## src/rtl/serial_rx.sv

```systemverilog
// 8N1 UART receiver: majority-voted mid-bit sampling, LSB-first reassembly, one-entry valid/ready holding register.
// Latency: HALF_BIT + 9*CLKS_PER_BIT + 1 cycles from the synchronized start edge (+2 synchronizer cycles from the pin).
// Backpressure: a byte completing while the holding register is full and not being accepted is dropped with an overrun pulse.
module serial_rx #(
  parameter int unsigned CLKS_PER_BIT = 104,
  parameter int unsigned HALF_BIT     = CLKS_PER_BIT / 2
) (
  input  logic       clk,
  input  logic       rst,
  input  logic       rxd,
  input  logic       rx_ready,
  output logic [7:0] rx_data,
  output logic       rx_valid,
  output logic       rx_busy,
  output logic       rx_frame_err,
  output logic       rx_overrun
);

  localparam logic [11:0] BIT_LAST  = 12'(CLKS_PER_BIT - 1);
  localparam logic [11:0] HALF_LAST = 12'(HALF_BIT - 1);

  typedef enum logic [2:0] {
    IDLE,
    START,
    DATA,
    STOP,
    BREAK
  } state_t;

  state_t      state_q, state_d;
  logic        sync1_q, sync2_q;
  logic [2:0]  hist_q;
  logic        prev_q;
  logic [1:0]  settle_q;
  logic [11:0] cnt_q, cnt_d;
  logic [2:0]  bit_cnt_q, bit_cnt_d;
  logic [7:0]  shift_q, shift_d;
  logic [7:0]  data_q, data_d;
  logic        valid_q, valid_d;
  logic        ferr_q, ferr_d;
  logic        ovr_q, ovr_d;
  logic        done;
  logic        maj;
  logic        fall;

  assign maj  = (hist_q[0] & hist_q[1]) | (hist_q[0] & hist_q[2]) | (hist_q[1] & hist_q[2]);
  assign fall = prev_q & ~sync2_q;

  // The synchronizer comes out of reset holding 1s that are not real line
  // samples; settle_q keeps them out of the edge detector so a line held low
  // through reset is never mistaken for a start edge.
  always_ff @(posedge clk) begin
    if (!rst) begin
      sync1_q  <= 1'b1;
      sync2_q  <= 1'b1;
      hist_q   <= 3'b111;
      prev_q   <= 1'b0;
      settle_q <= 2'b00;
    end else begin
      sync1_q  <= rxd;
      sync2_q  <= sync1_q;
      hist_q   <= {hist_q[1:0], sync2_q};
      prev_q   <= sync2_q & settle_q[1];
      settle_q <= {settle_q[0], 1'b1};
    end
  end

  always_comb begin
    state_d   = state_q;
    cnt_d     = cnt_q + 12'd1;
    bit_cnt_d = bit_cnt_q;
    shift_d   = shift_q;
    done      = 1'b0;
    ferr_d    = 1'b0;
    case (state_q)
      IDLE: begin
        cnt_d = '0;
        if (fall) state_d = START;
      end
      START: begin
        if (cnt_q == HALF_LAST) begin
          cnt_d   = '0;
          state_d = maj ? IDLE : DATA;
        end
      end
      DATA: begin
        if (cnt_q == BIT_LAST) begin
          cnt_d     = '0;
          shift_d   = {maj, shift_q[7:1]};
          bit_cnt_d = bit_cnt_q + 3'd1;
          if (bit_cnt_q == 3'd7) state_d = STOP;
        end
      end
      STOP: begin
        if (cnt_q == BIT_LAST) begin
          cnt_d = '0;
          if (maj) begin
            done    = 1'b1;
            state_d = IDLE;
          end else begin
            ferr_d  = 1'b1;
            state_d = BREAK;
          end
        end
      end
      BREAK: begin
        cnt_d = '0;
        if (sync2_q) state_d = IDLE;
      end
      default: begin
        cnt_d   = '0;
        state_d = IDLE;
      end
    endcase
  end

  // Holding register: a same-cycle accept frees the slot for the new byte.
  always_comb begin
    valid_d = valid_q & ~rx_ready;
    data_d  = data_q;
    ovr_d   = 1'b0;
    if (done) begin
      if (!valid_q || rx_ready) begin
        data_d  = shift_q;
        valid_d = 1'b1;
      end else begin
        ovr_d = 1'b1;
      end
    end
  end

  always_ff @(posedge clk) begin
    if (!rst) begin
      state_q   <= IDLE;
      cnt_q     <= '0;
      bit_cnt_q <= '0;
      shift_q   <= '0;
      data_q    <= '0;
      valid_q   <= 1'b0;
      ferr_q    <= 1'b0;
      ovr_q     <= 1'b0;
    end else begin
      state_q   <= state_d;
      cnt_q     <= cnt_d;
      bit_cnt_q <= bit_cnt_d;
      shift_q   <= shift_d;
      data_q    <= data_d;
      valid_q   <= valid_d;
      ferr_q    <= ferr_d;
      ovr_q     <= ovr_d;
    end
  end

  assign rx_data      = data_q;
  assign rx_valid     = valid_q;
  assign rx_busy      = (state_q != IDLE);
  assign rx_frame_err = ferr_q;
  assign rx_overrun   = ovr_q;

endmodule
```

## config.mk

```make
export PLATFORM = sky130hd
export DESIGN_NAME = serial_rx
export DESIGN_NICKNAME = d
export VERILOG_FILES = /design/src/rtl/serial_rx.sv
export SDC_FILE = /design/constraint.sdc
export NUM_CORES = 1
export LEC_CHECK = 0
export ABC_AREA = 1
export CAP_MARGIN = 0
export CORE_MARGIN = 3
export CORE_UTILIZATION = 60
export DETAILED_ROUTE_END_ITERATION = 10
export GPL_ROUTABILITY_DRIVEN = 1
export PLACE_DENSITY = 0.82
export SLEW_MARGIN = 20
export SYNTH_ARGS = -nofsm -noshare
export SYNTH_HDL_FRONTEND = slang
export SYNTH_SLANG_ARGS = --single-unit
```

## constraint.sdc

```tcl
create_clock -name clk -period 2.19 [get_ports clk]
set_input_delay 0.438 -clock clk [delete_from_list [all_inputs] [get_ports clk]]
set_output_delay 0.438 -clock clk [all_outputs]
set_load 0.01 [all_outputs]
```

### Ports around the boundary, run 1

Pins as bars across the die edge, other pins in grey.
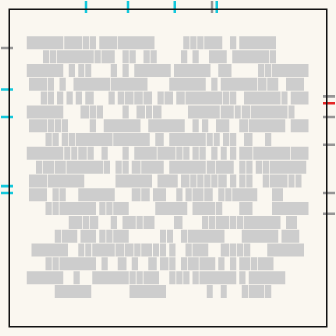
| colour | port | pins | direction | edge |
|---|---|---|---|---|
| cyan | rx_data | 8 | output | 4 top, 4 left |
| red | rx_ready | 1 | input | right |
all pins by edge: 6 right, 5 left, 5 top

### Met3 routing, run 1

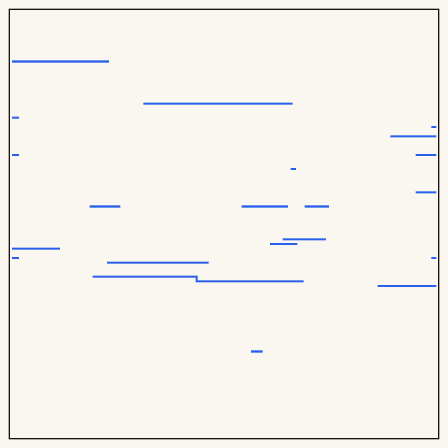
longest straight run: 21.4 um
share of all routed wire: 4.1%

==> run summary, run 1 <==
fresh numbers from the pnr run: run status=complete, no violations, reported max-cap violation count=0, number of flip-flops in the largest register=12, share of the clock period used by the worst path after layout=90.7%, crit path max fanout=5, final instance area=about 0.0021 sq mm, top cells by instance count after synthesis=61 x sky130_fd_sc_hd__nor2_1, 47 x sky130_fd_sc_hd__nand2_1, 45 x sky130_fd_sc_hd__dfxtp_1, worst setup slack for register-to-register paths=0.50 ns, fraction of final layout cells sized beyond drive strength 1=9.59%, CTS root buffer=sky130_fd_sc_hd__clkbuf_4, overall die area=0.00387 sq mm, Hold Crit Depth=2, flip-flop and latch area=~900 sq um, multi-input combinational area share=38.6%, multi-input combinational cell count=167, DRT iter0 DRCs=87, Combinational Area=between 800 and 900 sq um, main logic family after synthesis=simple AND/OR/NAND/NOR gates, part of the power in registers=58.5%, area fraction in compound gates=6.07%, layout buffering overhead excluding clock cells=7.76%, CTS-repair resized insts=0, endpoint kind of the worst setup timing path=output port, total setup violations reported at the end of the flow=0, top post-synthesis cells by area=sky130_fd_sc_hd__dfxtp_1 47%, sky130_fd_sc_hd__nor2_1 12%, sky130_fd_sc_hd__nand2_1 9.3%, power per standard cell area=700 mW/mm^2, pin count of the biggest net entering global routing=19, Post-Route Setup TNS=0 ns, f_max=504 MHz, Synth top area share=47.5%, cell group occupying the most layout area=registers, cell with the most instances after synthesis=sky130_fd_sc_hd__nor2_1, sequential share of the synthesized area=47.5%, yosys cell count=~250, Routability Congestion=0.828, dominant logic cell type in the layout=sky130_fd_sc_hd__nor2_1, tally of filler cells in the layout=221, Synth flops=around 45, Min-Delay Endpoint=prev_q, die extent in x=62.2 um, Comb power frac=~15%, group drawing the most power=registers, layer with the highest usage after global routing=met2, met1 usage=23.1%, cells traversed along the worst timing path=nor2_1 > nand2_1 > clkdlybuf4s50_1, dpl cells=306, Power Combinational=230 uW
### Sequential cells coloured by netlist name, run 1

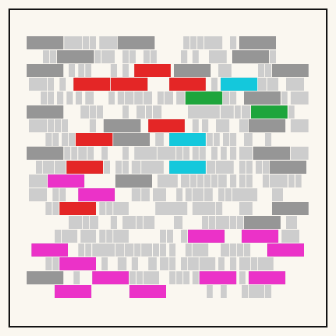
| colour | signal | flops |
|---|---|---|
| cyan | state_q | 3 |
| magenta | cnt_q | 12 |
| green | settle_q | 2 |
| red | shift_q | 8 |
not coloured: 20

==> run 1: worst max path at each step <==
stage / cells past startpoint / end / startpoint
5_1_grt: 3 / rx_busy / state_q[0]
6_report: 3 / rx_busy / state_q[0]
4_1_cts: 3 / rx_busy / state_q[0]
3_3_place_gp: 8 / shift_q[3] / cnt_q[0]
3_5_place_dp: 8 / shift_q[3] / cnt_q[0]
2_1_floorplan: 9 / cnt_q[2] / cnt_q[0]
==> run 1: tightest hold or removal path, stage by stage, from the launching register on <==
cell and delay, ns:
sky130_fd_sc_hd__dfxtp_1 0.32, sky130_fd_sc_hd__nand2_1 0.05, sky130_fd_sc_hd__nor2_1 0.03
### Routed metal, one colour a layer, run 1

Only two layers are drawn.
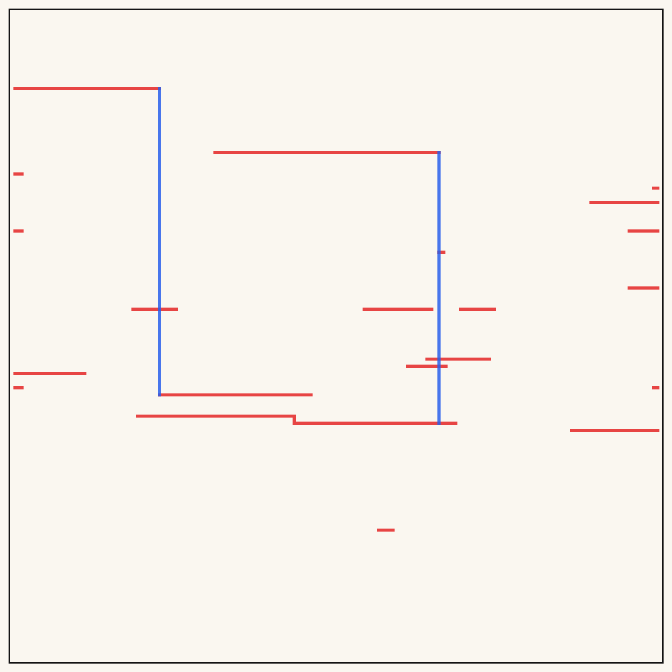

==> run 1 -> run 2 <==
CTS_CLUSTER_SIZE = 28   (was unset)
DONT_BUFFER_PORTS = 1   (was unset)
PLACE_DENSITY = 0.76   (was 0.82)
clock period = 2 ns   (was 2.19 ns; I/O delays follow)
### Routed metal, one colour a layer, run 2

Only two layers are drawn.
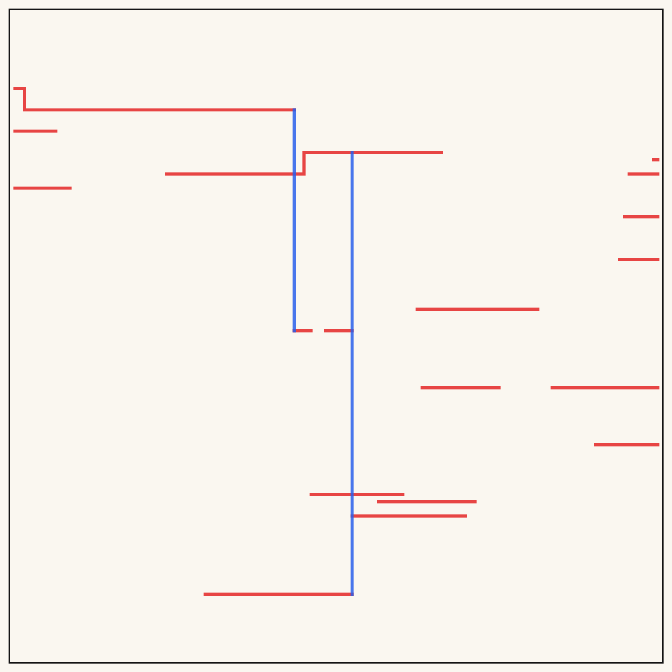
| colour | layer | wire length |
|---|---|---|
| blue | M4 | 63.2 um |
| red | M3 | 158 um |
average detailed-routed wire length per instance: 10.7 um
total number of vias: 1404
wire length reported by the detailed router: 3.19 mm

==> run summary, run 2 <==
fresh numbers from the pnr run: DRT iter0 DRCs=103 (was 87), Clk pwr share=32.6% (was 26.1%), Routability Congestion=0.882 (was 0.828), reported max-cap violation count=0 (unchanged), dpl cells=289 (was 306), f_max=approximately 600 MHz, Synth flops=45 (unchanged), endpoint kind of the worst setup timing path=flip-flop (was output port), ratio of routed vias to standard cells=4.73 (was 4.79), Worst path depth=8 (was 3), cell with the most instances after synthesis=sky130_fd_sc_hd__nor2_1 (unchanged), run status=complete, no violations (unchanged), Hold Crit Depth=0 (was 2), leakage power figure=0.922 nW (was 0.974 nW), crit path max fanout=16 (was 5), Comb power frac=12.2% (was 15.4%), worst setup slack for register-to-register paths=0.33 ns (was 0.50 ns), Min-Delay Endpoint=settle_q[0] (was prev_q), yosys cell count=253 (unchanged), tally of filler cells in the layout=249 (was 221), Post-Route Setup TNS=0 ns (unchanged), Final Instance Count excl. Fillers=297 (was 313), total setup buffers inserted after CTS=0 (unchanged), layer with the highest usage after global routing=met2 (unchanged), top post-synthesis cells by area=sky130_fd_sc_hd__dfxtp_1 47%, sky130_fd_sc_hd__nor2_1 12%, sky130_fd_sc_hd__nand2_1 9.3% (unchanged), Synth top area share=47.5% (unchanged), launching element of the worst setup path=cnt_q[0] (was state_q[0]), cells traversed along the worst timing path=ha_1 > nand2_1 > nor2_2 > nand3_4 > nor2_4 > inv_2 > nor2_1 > nor2_1 (was nor2_1 > nand2_1 > clkdlybuf4s50_1), top cells by instance count after synthesis=61 x sky130_fd_sc_hd__nor2_1, 47 x sky130_fd_sc_hd__nand2_1, 45 x sky130_fd_sc_hd__dfxtp_1 (unchanged), pin count of the biggest net entering global routing=29 (was 19), critical register-to-register path startpoint=cnt_q[0] (unchanged), met1 usage=24.5% (was 23.1%), CTS root buffer=sky130_fd_sc_hd__clkbuf_4 (unchanged), sequential share of the synthesized area=47.5% (unchanged), part of the power in registers=55.2% (was 58.5%), overall die area=0.00387 sq mm (unchanged), dominant logic cell type in the layout=sky130_fd_sc_hd__nor2_1 (unchanged), fraction of final layout cells sized beyond drive strength 1=9.80% (was 9.59%), final instance area=0.00199 sq mm (was 0.00213 sq mm), power per standard cell area=870 mW/mm^2 (was 700 mW/mm^2)
### Sequential cells coloured by netlist name, run 2

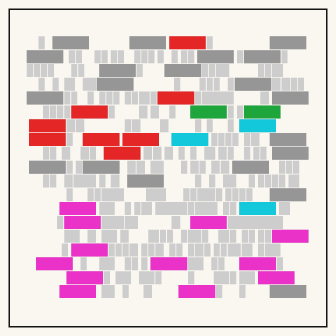
flip-flop and latch area: 901 sq um
Post-Route Utilization: 69.1%
Seq power: 953 uW
fraction of area in registers: 45.3%

[run 2: cell counts after synthesis]
No cell type changed its count.
[run 2: area by class of cell]
type	instances	area (sq um)	share of cell area [%]
clock buffer	6	41.3	2.08
sequential	45	901	45.3
multi-input combinational	167	821	41.3
tap	42	52.6	2.64
clock inverter	2	38.8	1.95
inverter	35	133	6.68
[run 2: worst max-delay path by stage]
stage	endpoint
finish	shift_q[3]
global route	shift_q[4]
CTS	shift_q[2]
detailed placement	shift_q[6]
global placement	shift_q[2]
floorplan	cnt_q[2]
[run 2: cells by family after synthesis]
| group | after synthesis | share of synthesized area, % |
|---|---|---|
| simple gates | 134 | 31.1 |
| flops | 45 | 47.5 |
| buf+inv | 41 | 9.23 |
| compound gates | 21 | 6.07 |
| xor+xnor | 9 | 4.16 |
| fa+ha+maj | 3 | 1.98 |
### Ports around the boundary, run 2

Pins as bars across the die edge, other pins in grey.
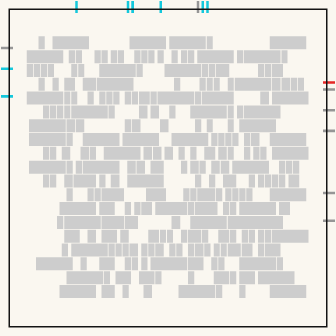

==> run 2 -> run 3 <==
clock period = 1.55 ns   (was 2 ns; I/O delays follow)
### Ports around the boundary, run 3

Pins as bars across the die edge, other pins in grey.
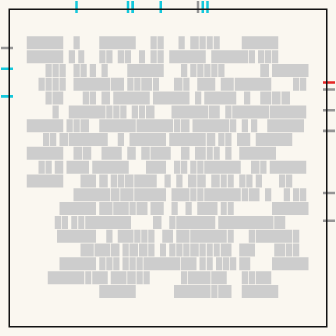
overall die height: 62.2 um
die extent in x: 62.2 um

### Met3 routing, run 3

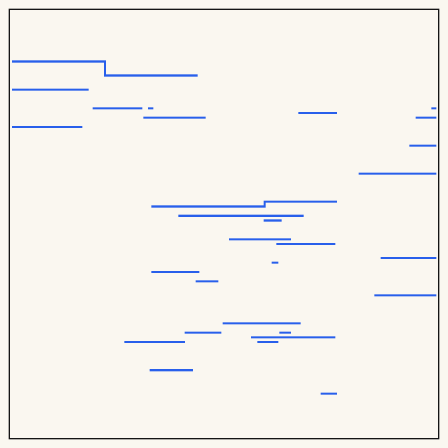
wire length on this layer: 229 um
share of all routed wire: 6.8%
nets with wire on the layer: 19
global routing met3 resource utilization: 5.23%
wire length reported by the detailed router: 3.35 mm
total number of vias: 1502

==> run summary, run 3 <==
fresh numbers from the pnr run: Clk pwr share=31.7% (was 32.6%), tally of filler cells in the layout=225 (was 249), ratio of routed vias to standard cells=4.97 (was 4.73), f_max=687 MHz (was 599 MHz), overall die area=0.00387 sq mm (unchanged), Routability Congestion=0.852 (was 0.882), run status=complete, no violations (unchanged), top cells by instance count after synthesis=61 x sky130_fd_sc_hd__nor2_1, 47 x sky130_fd_sc_hd__nand2_1, 45 x sky130_fd_sc_hd__dfxtp_1 (unchanged), top post-synthesis cells by area=sky130_fd_sc_hd__dfxtp_1 47%, sky130_fd_sc_hd__nor2_1 12%, sky130_fd_sc_hd__nand2_1 9.3% (unchanged), layer with the highest usage after global routing=met2 (unchanged), CTS root buffer=sky130_fd_sc_hd__clkbuf_4 (unchanged), AND/OR/NAND/NOR Cells, Area Fraction=31.1% (unchanged), dominant logic cell type in the layout=sky130_fd_sc_hd__nor2_1 (unchanged), part of the power in registers=53.5% (was 55.2%), worst setup slack for register-to-register paths=0.09 ns (was 0.33 ns), fraction of final layout cells sized beyond drive strength 1=13.8% (was 9.80%), dpl cells=292 (was 289), Hold Crit Depth=2 (was 0), synthesized-area fraction occupied by adder cells=1.98% (unchanged), sequential share of the synthesized area=47.5% (unchanged), flip-flop and latch area=903 sq um (was 901 sq um), leakage power figure=0.941 nW (was 0.922 nW), Final Instance Count excl. Fillers=302 (was 297), Min-Delay Endpoint=settle_q[1] (was settle_q[0]), endpoint kind of the worst setup timing path=flip-flop (unchanged), Combinational Area=867 sq um (was 821 sq um)
[run 3: power by group through the flow]
stage / registers [mW] / clock network (mW) / logic (mW)
after floorplan: 1.24 / 0 / 0.245
after CTS: 1.22 / 0.739 / 0.292
after global routing: 1.24 / 0.794 / 0.387
final: 1.23 / 0.732 / 0.340
after global placement: 1.25 / 0 / 0.279
after detailed placement: 1.25 / 0 / 0.286
[run 3: repair_timing]
action | CTS | global route
hold buffers | 1 | 0
resized | 0 | 12
endpoints found under the hold margin | 3 | 0
setup endpoints to repair | 0 | 30
[run 3: cell type report]
type | count | area share (%)
clock buffers | 6 | 1.99
flip-flops and latches | 45 | 43.5
well taps | 42 | 2.53
multi-input cells | 168 | 41.8
clock inverters | 2 | 1.87
inverters | 35 | 6.39
repair buffers | 4 | 1.93
Power and IR drop assume default switching activity.
